Figure 1. Placed standard cells (run 1).
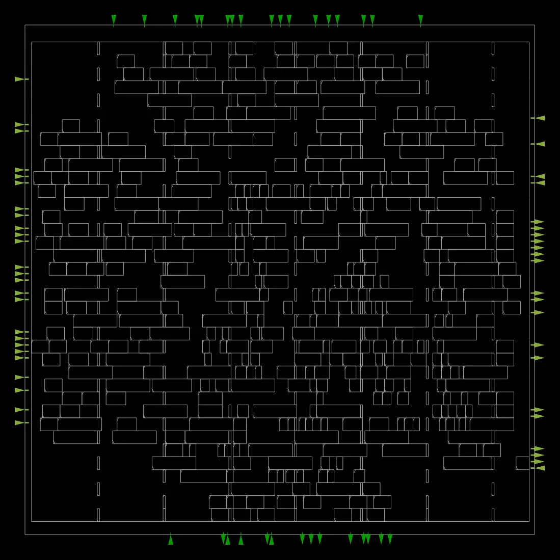
Figure 2. Pin map (run 1).
Pins as bars across the die edge, other pins in grey.
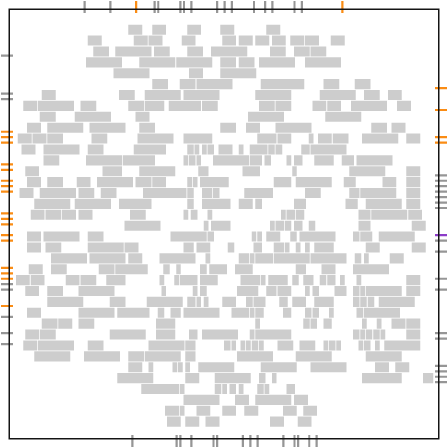
Figure 3. Routed metal, one colour a layer (run 1).
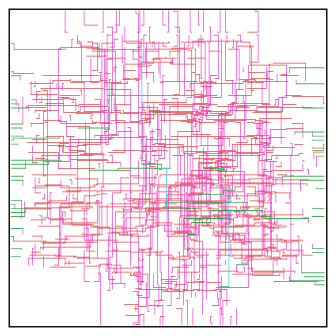
Figure 4. Clock network drawn from the DEF (run 1).
Scale bar: 20 um.
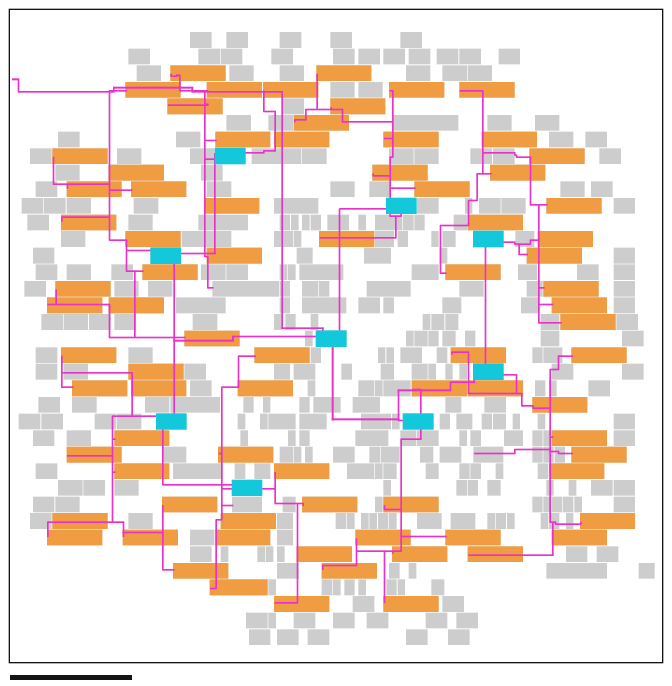
<file path="config.mk">
export PLATFORM = sky130hd
export DESIGN_NAME = csl23bit_sub_seq
export DESIGN_NICKNAME = d
export VERILOG_FILES = /design/src/rtl/csl23bit_sub_seq.sv
export SDC_FILE = /design/constraint.sdc
export NUM_CORES = 1
export LEC_CHECK = 0
export CAP_MARGIN = 30
export CORE_UTILIZATION = 35
export DETAILED_ROUTE_END_ITERATION = 8
export PLACE_DENSITY_LB_ADDON = 0.15
export REMOVE_ABC_BUFFERS = 1
export SLEW_MARGIN = 20
export SYNTH_ARGS = -nofsm -noshare
export SYNTH_HDL_FRONTEND = slang
export SYNTH_SLANG_ARGS = --single-unit
</file>
<file path="constraint.sdc">
create_clock -name clk -period 11.4 [get_ports clk]
set_clock_uncertainty 0.1 [all_clocks]
set_input_delay 2.28 -clock clk [delete_from_list [all_inputs] [get_ports clk]]
set_output_delay 2.28 -clock clk [all_outputs]
set_load 0.02 [all_outputs]
</file>
<file path="src/rtl/csl23bit_sub_seq.sv">
// Sequential WIDTH-bit subtractor: diff = A - B - bin, resolving CHUNK bits of the borrow chain per clock.
// Optional signed-overflow flag port `ovf` is built only when SUB_OVF_FLAG_EN is defined.
module csl23bit_sub_seq #(
    parameter int WIDTH = 23,
    parameter int CHUNK = 4
) (
    input  logic             clk,
    input  logic             rst_n,
    input  logic             in_valid,
    output logic             in_ready,
    input  logic [WIDTH-1:0] A,
    input  logic [WIDTH-1:0] B,
    input  logic             bin,
    output logic             out_valid,
    input  logic             out_ready,
    output logic [WIDTH-1:0] diff,
    output logic             BOUT,
    output logic             zero
`ifdef SUB_OVF_FLAG_EN
    ,
    output logic             ovf
`endif
);

    localparam int NCHUNK = (WIDTH + CHUNK - 1) / CHUNK;
    localparam int KW     = (NCHUNK > 1) ? $clog2(NCHUNK) : 1;
    localparam logic [KW-1:0] KLAST = KW'(NCHUNK - 1);

    typedef enum logic [1:0] {IDLE, RUN, DONE} state_t;

    state_t             state_q, state_nxt;
    logic               in_ready_q, in_ready_nxt;
    logic               out_valid_q, out_valid_nxt;
    logic [WIDTH-1:0]   a_q, b_q;
    logic               brw_q, brw_nxt;
    logic [KW-1:0]      k_q;
    logic [WIDTH-1:0]   diff_q, diff_nxt;
    logic               bout_q, zero_q;
    logic [CHUNK-1:0]   a_sl, b_sl;
    logic [CHUNK:0]     res;
    logic [WIDTH-1:0]   ins, msk;
    int                 base, nbits;

    // Ripple subtract over the low nbits of a chunk; the returned MSB is the
    // borrow out of the last valid bit, so a clipped final chunk stays exact.
    function automatic logic [CHUNK:0] sub_chunk(
        input logic [CHUNK-1:0] a,
        input logic [CHUNK-1:0] b,
        input logic             bi,
        input int               nb
    );
        logic [CHUNK-1:0] d;
        logic             br;
        d  = '0;
        br = bi;
        for (int i = 0; i < CHUNK; i++) begin
            if (i < nb) begin
                d[i] = a[i] ^ b[i] ^ br;
                br   = (~a[i] & b[i]) | (~(a[i] ^ b[i]) & br);
            end
        end
        return {br, d};
    endfunction

    always_ff @(posedge clk or negedge rst_n) begin
        if (!rst_n) state_q <= IDLE;
        else        state_q <= state_nxt;
    end

    always_comb begin
        state_nxt = state_q;
        case (state_q)
            IDLE:    if (in_valid && in_ready_q) state_nxt = RUN;
            RUN:     if (k_q == KLAST)           state_nxt = DONE;
            DONE:    if (out_ready)              state_nxt = IDLE;
            default:                             state_nxt = IDLE;
        endcase
    end

    always_comb begin
        in_ready_nxt  = (state_nxt == IDLE);
        out_valid_nxt = (state_nxt == DONE);
    end

    always_ff @(posedge clk or negedge rst_n) begin
        if (!rst_n) begin
            in_ready_q  <= 1'b1;
            out_valid_q <= 1'b0;
        end else begin
            in_ready_q  <= in_ready_nxt;
            out_valid_q <= out_valid_nxt;
        end
    end

    // Current chunk: slices beyond bit WIDTH-1 shift out of the mask and are never written.
    always_comb begin
        base     = int'(k_q) * CHUNK;
        nbits    = ((WIDTH - base) < CHUNK) ? (WIDTH - base) : CHUNK;
        a_sl     = CHUNK'(a_q >> base);
        b_sl     = CHUNK'(b_q >> base);
        res      = sub_chunk(a_sl, b_sl, brw_q, nbits);
        ins      = WIDTH'(res[CHUNK-1:0]) << base;
        msk      = WIDTH'({CHUNK{1'b1}}) << base;
        diff_nxt = (diff_q & ~msk) | (ins & msk);
        brw_nxt  = res[CHUNK];
    end

`ifdef SUB_OVF_FLAG_EN
    logic ovf_q;
`endif

    always_ff @(posedge clk or negedge rst_n) begin
        if (!rst_n) begin
            a_q    <= '0;
            b_q    <= '0;
            brw_q  <= 1'b0;
            k_q    <= '0;
            diff_q <= '0;
            bout_q <= 1'b0;
            zero_q <= 1'b0;
`ifdef SUB_OVF_FLAG_EN
            ovf_q  <= 1'b0;
`endif
        end else begin
            case (state_q)
                IDLE: begin
                    if (in_valid && in_ready_q) begin
                        a_q   <= A;
                        b_q   <= B;
                        brw_q <= bin;
                        k_q   <= '0;
                    end
                end
                RUN: begin
                    diff_q <= diff_nxt;
                    brw_q  <= brw_nxt;
                    if (k_q == KLAST) begin
                        bout_q <= brw_nxt;
                        zero_q <= (diff_nxt == '0);
`ifdef SUB_OVF_FLAG_EN
                        ovf_q  <= (a_q[WIDTH-1] != b_q[WIDTH-1]) &&
                                  (diff_nxt[WIDTH-1] != a_q[WIDTH-1]);
`endif
                    end else begin
                        k_q <= k_q + KW'(1);
                    end
                end
                default: ;
            endcase
        end
    end

    assign in_ready  = in_ready_q;
    assign out_valid = out_valid_q;
    assign diff      = diff_q;
    assign BOUT      = bout_q;
    assign zero      = zero_q;
`ifdef SUB_OVF_FLAG_EN
    assign ovf       = ovf_q;
`endif

endmodule

</file>
==> run notes, run 1 <==
run metrics: status=finished, final reports clean, Cell Area, Placed=4760 um^2, hold_buf cts=0, leakage power=2.09 nW, Worst-Margin Slew=just under 0.7 ns, internal power=around 0.0009 W, max-cap check violation count=0, cycle use final=0.444, Yosys cell types=~42, FP Core Util=0.367, max incr delay on CP=~0.56 ns, Critical Path End Type=flop, initial antenna violation count=0, switching part of the total power=0.413, hold path startpoint=BOUT$_DFFE_PN0P_, Final WS setup=6.34 ns, post-synthesis xor/xnor area fraction=0, fmax=0.198 GHz, Adder Area Share=0.0468, first-pass iteration count of the detailed router=4, TNS Setup=0 ns, cell type with the largest total area=dfrtp_1, r2r setup slk=6.34 ns, Gate power share=0.539, Worst Hold End=BOUT$_DFFE_PN0P_, Clock transition at path regs=about 0.080 ns, Max Slew Vio Count=0, aoi share=0.0942, hold depth=2, Area Growth Syn to Fin=29.1%, Synth logic family=multiplexers, Synth warnings=0, nets=462, number of synthesized register bits=79, sequential area share after synthesis=0.513, Syn Area/Cell=around 12 um^2, post_cts resized=0, worst path arrival time=5.20 ns, crit-path max FO=31, global-route wire length before repair=14.1 mm, htree depth=3, Crit Path Class=reg -> reg, Die ar.=11,400 um^2, diodes inserted=0, Core Area=10,500 um^2
## Picture notes: Figure 1
row cnt: 37
Seq/total area: 0.398
utilization after layout: 0.473
seq_cells: 79
Post-Layout Cell Count: 538

## Picture notes: Figure 2
colour	port	pins	direction	edge
orange	B	23	input	17 left, 4 right, 2 top
purple	zero	1	output	right
all pins by edge	25 left, 22 right, 17 top, 14 bottom
chip width: 107 um
Port-buffer cells: 77
die height: 107 um

## Picture notes: Figure 3
colour	layer	wire length
cyan	M4	99.3 um
red	M1	3,890 um
magenta	M2	4,000 um
green	M3	464 um
wire per inst: 15.7 um
Total GRT Usage: 0.162
final WL: 8.45 mm
via count: 2,754

## Picture notes: Figure 4
[orange] flip-flops | count: 79
[cyan] clock-net drivers | count: 9
[magenta] clock wires | length: 1,030 um
flops lie	spread over the die
Clock Power Share: 0.148
Clk Latency, worst-skew pair: 0.35 ns
clk pwr: 0.000230 W

==> run 1: area by class of cell <==
class                      instances  area (um^2)
timing repair buffer              81          818
clock inverter                     3         67.6
sequential                        79         1980
multi-input combinational        218         1750
tap                              136          170
fill                             995         5530
clock buffer                      11          151
inverter                          10         37.5
==> run 1: layer usage <==
metal  up-vias  part of all wire  GRT usage
li1       1314                 -          -
met1      1353              0.46      0.215
met2        79              0.47      0.253
met3         8             0.055     0.0432
met4         0             0.012     0.0607
met5         -                 0          0
==> run 1: flip-flops by register name, indices dropped and copies added (netlist names) <==
signal     count
a_q           23
zero           1
out_valid      1
diff          23
BOUT           1
state_q        2
in_ready       1
brw_q          1
k_q            3
b_q           23
==> run 2: changes to the inputs <==
==> constraint.sdc (replaced) <==
create_clock -name clk -period 5.2 [get_ports clk]
set_clock_uncertainty 0.1 [all_clocks]
set_input_delay 1.04 -clock clk [delete_from_list [all_inputs] [get_ports clk]]
set_output_delay 1.04 -clock clk [all_outputs]
set_load 0.02 [all_outputs]
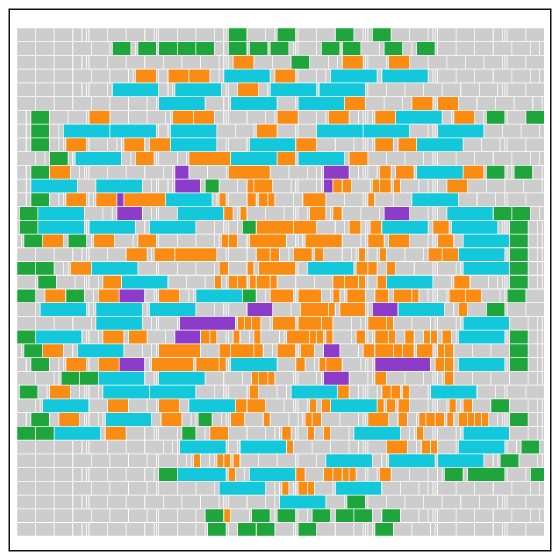
Figure 5: run 2, placement by cell class.
Fill, decap, tap and diode cells in grey.
colour	class	cells
green	remaining buffers and delay cells	83
purple	clock drivers and dummy loads	16
cyan	registers	79
orange	remaining logic cells	228
utilization after layout: 0.474
Core Area: 10,500 um^2
Seq/total area: 0.397
Design Area, Final: 4990 um^2

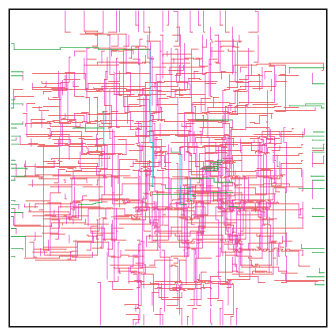
Figure 6: run 2, routed metal, one colour a layer.
colour	layer	wire length
red	M1	4,110 um
cyan	M4	102 um
green	M3	327 um
magenta	M2	4,020 um
Total GRT Usage: 0.163
via count: 2,779
wire per inst: 15.8 um
final WL: 8.56 mm

==> run 2 against run 1 <==
  * Clock-buffer cell count unchanged
  * Register-to-register slack worse by 5.8 ns
  * Die area did not move
  * Critical path type unchanged
  * Critical endpoint unchanged
  * Core utilization rose by 0.11 points
  * Combinational power increased by 120%
  * Fmax is 8.0% higher
  * Sequential share of layout area fell by 0.090 points
  * Critical path depth is 1 lower
  * Non-clock buffer count up 2
==> run notes, run 2 <==
run metrics: Area Growth Syn to Fin=29.4%, row cnt=37, multi-input gates=218, max incr delay on CP=0.53 ns, WL met3=about 330 um, Synth warnings=0, Syn Area/Cell=11.9 um^2, GR Layer Usage met3=0.0304, Max Slew Vio Count=0, initial antenna violation count=0, seq_cells=79, diodes inserted=0, Combinational Area=1750 um^2, die height=107 um, hold path startpoint=diff[20]$_DFFE_PN0P_, cell type with the largest total area=dfrtp_1, met2 routed WL=4.02 mm, leakage power=2.10 nW, leading cell category by total area=registers, htree depth=3, M2 GR Usage=0.255, first-pass iteration count of the detailed router=5, chip width=107 um, fmax=between 0.2 and 0.25 GHz, NonClk Buf Share=0.166, crit-path max FO=30, status=finished, final reports clean, Crit Path Class=reg -> reg, Reg area=1980 um^2, nets=464, met1 Usage GRT=0.224, Final WS setup=0.519 ns, max-cap check violation count=0, post-synthesis xor/xnor area fraction=0, Adder Area Share=0.0468, r2r setup slk=0.52 ns
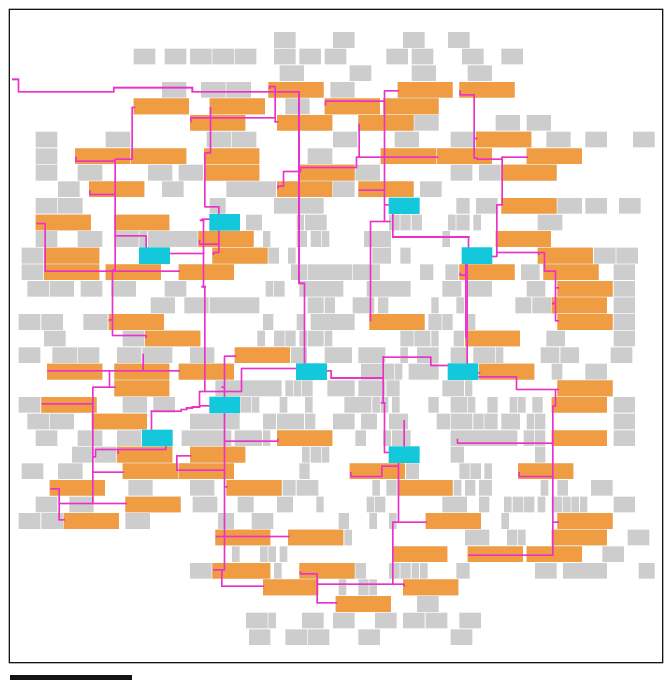
Figure 7: run 2, clock network drawn from the DEF.
Scale bar: 20 um.
[magenta] clock wires | length: 944 um
[orange] flip-flops | count: 79
[cyan] clock-net drivers | count: 9
flops lie	spread over the die
routed clock nets	10
clk pwr: 0.000502 W
Clock Power Share: 0.147

==> run 2: worst paths after layout <==
path                       cells past startpoint              endpoint
setup / recovery                              14      zero$_DFFE_PN0P_
hold / removal                                 2  diff[20]$_DFFE_PN0P_
setup reg to reg                              14      zero$_DFFE_PN0P_
hold reg to reg                                2  diff[20]$_DFFE_PN0P_
max in group asynchronous                      2    in_ready$_DFF_PN1_
min in group asynchronous                      1  diff[16]$_DFFE_PN0P_
==> run 2: power by group through the flow <==
stage	Clock (W)	Combinational, W	Sequential (W)
6_report	0.000502	0.00186	0.00106
5_1_grt	0.000543	0.00205	0.00109
3_5_place_dp	0	0.00189	0.00107
2_1_floorplan	0	0.00117	0.00114
3_3_place_gp	0	0.00186	0.00107
4_1_cts	0.000515	0.00189	0.00106
Power and IR drop assume default switching activity.
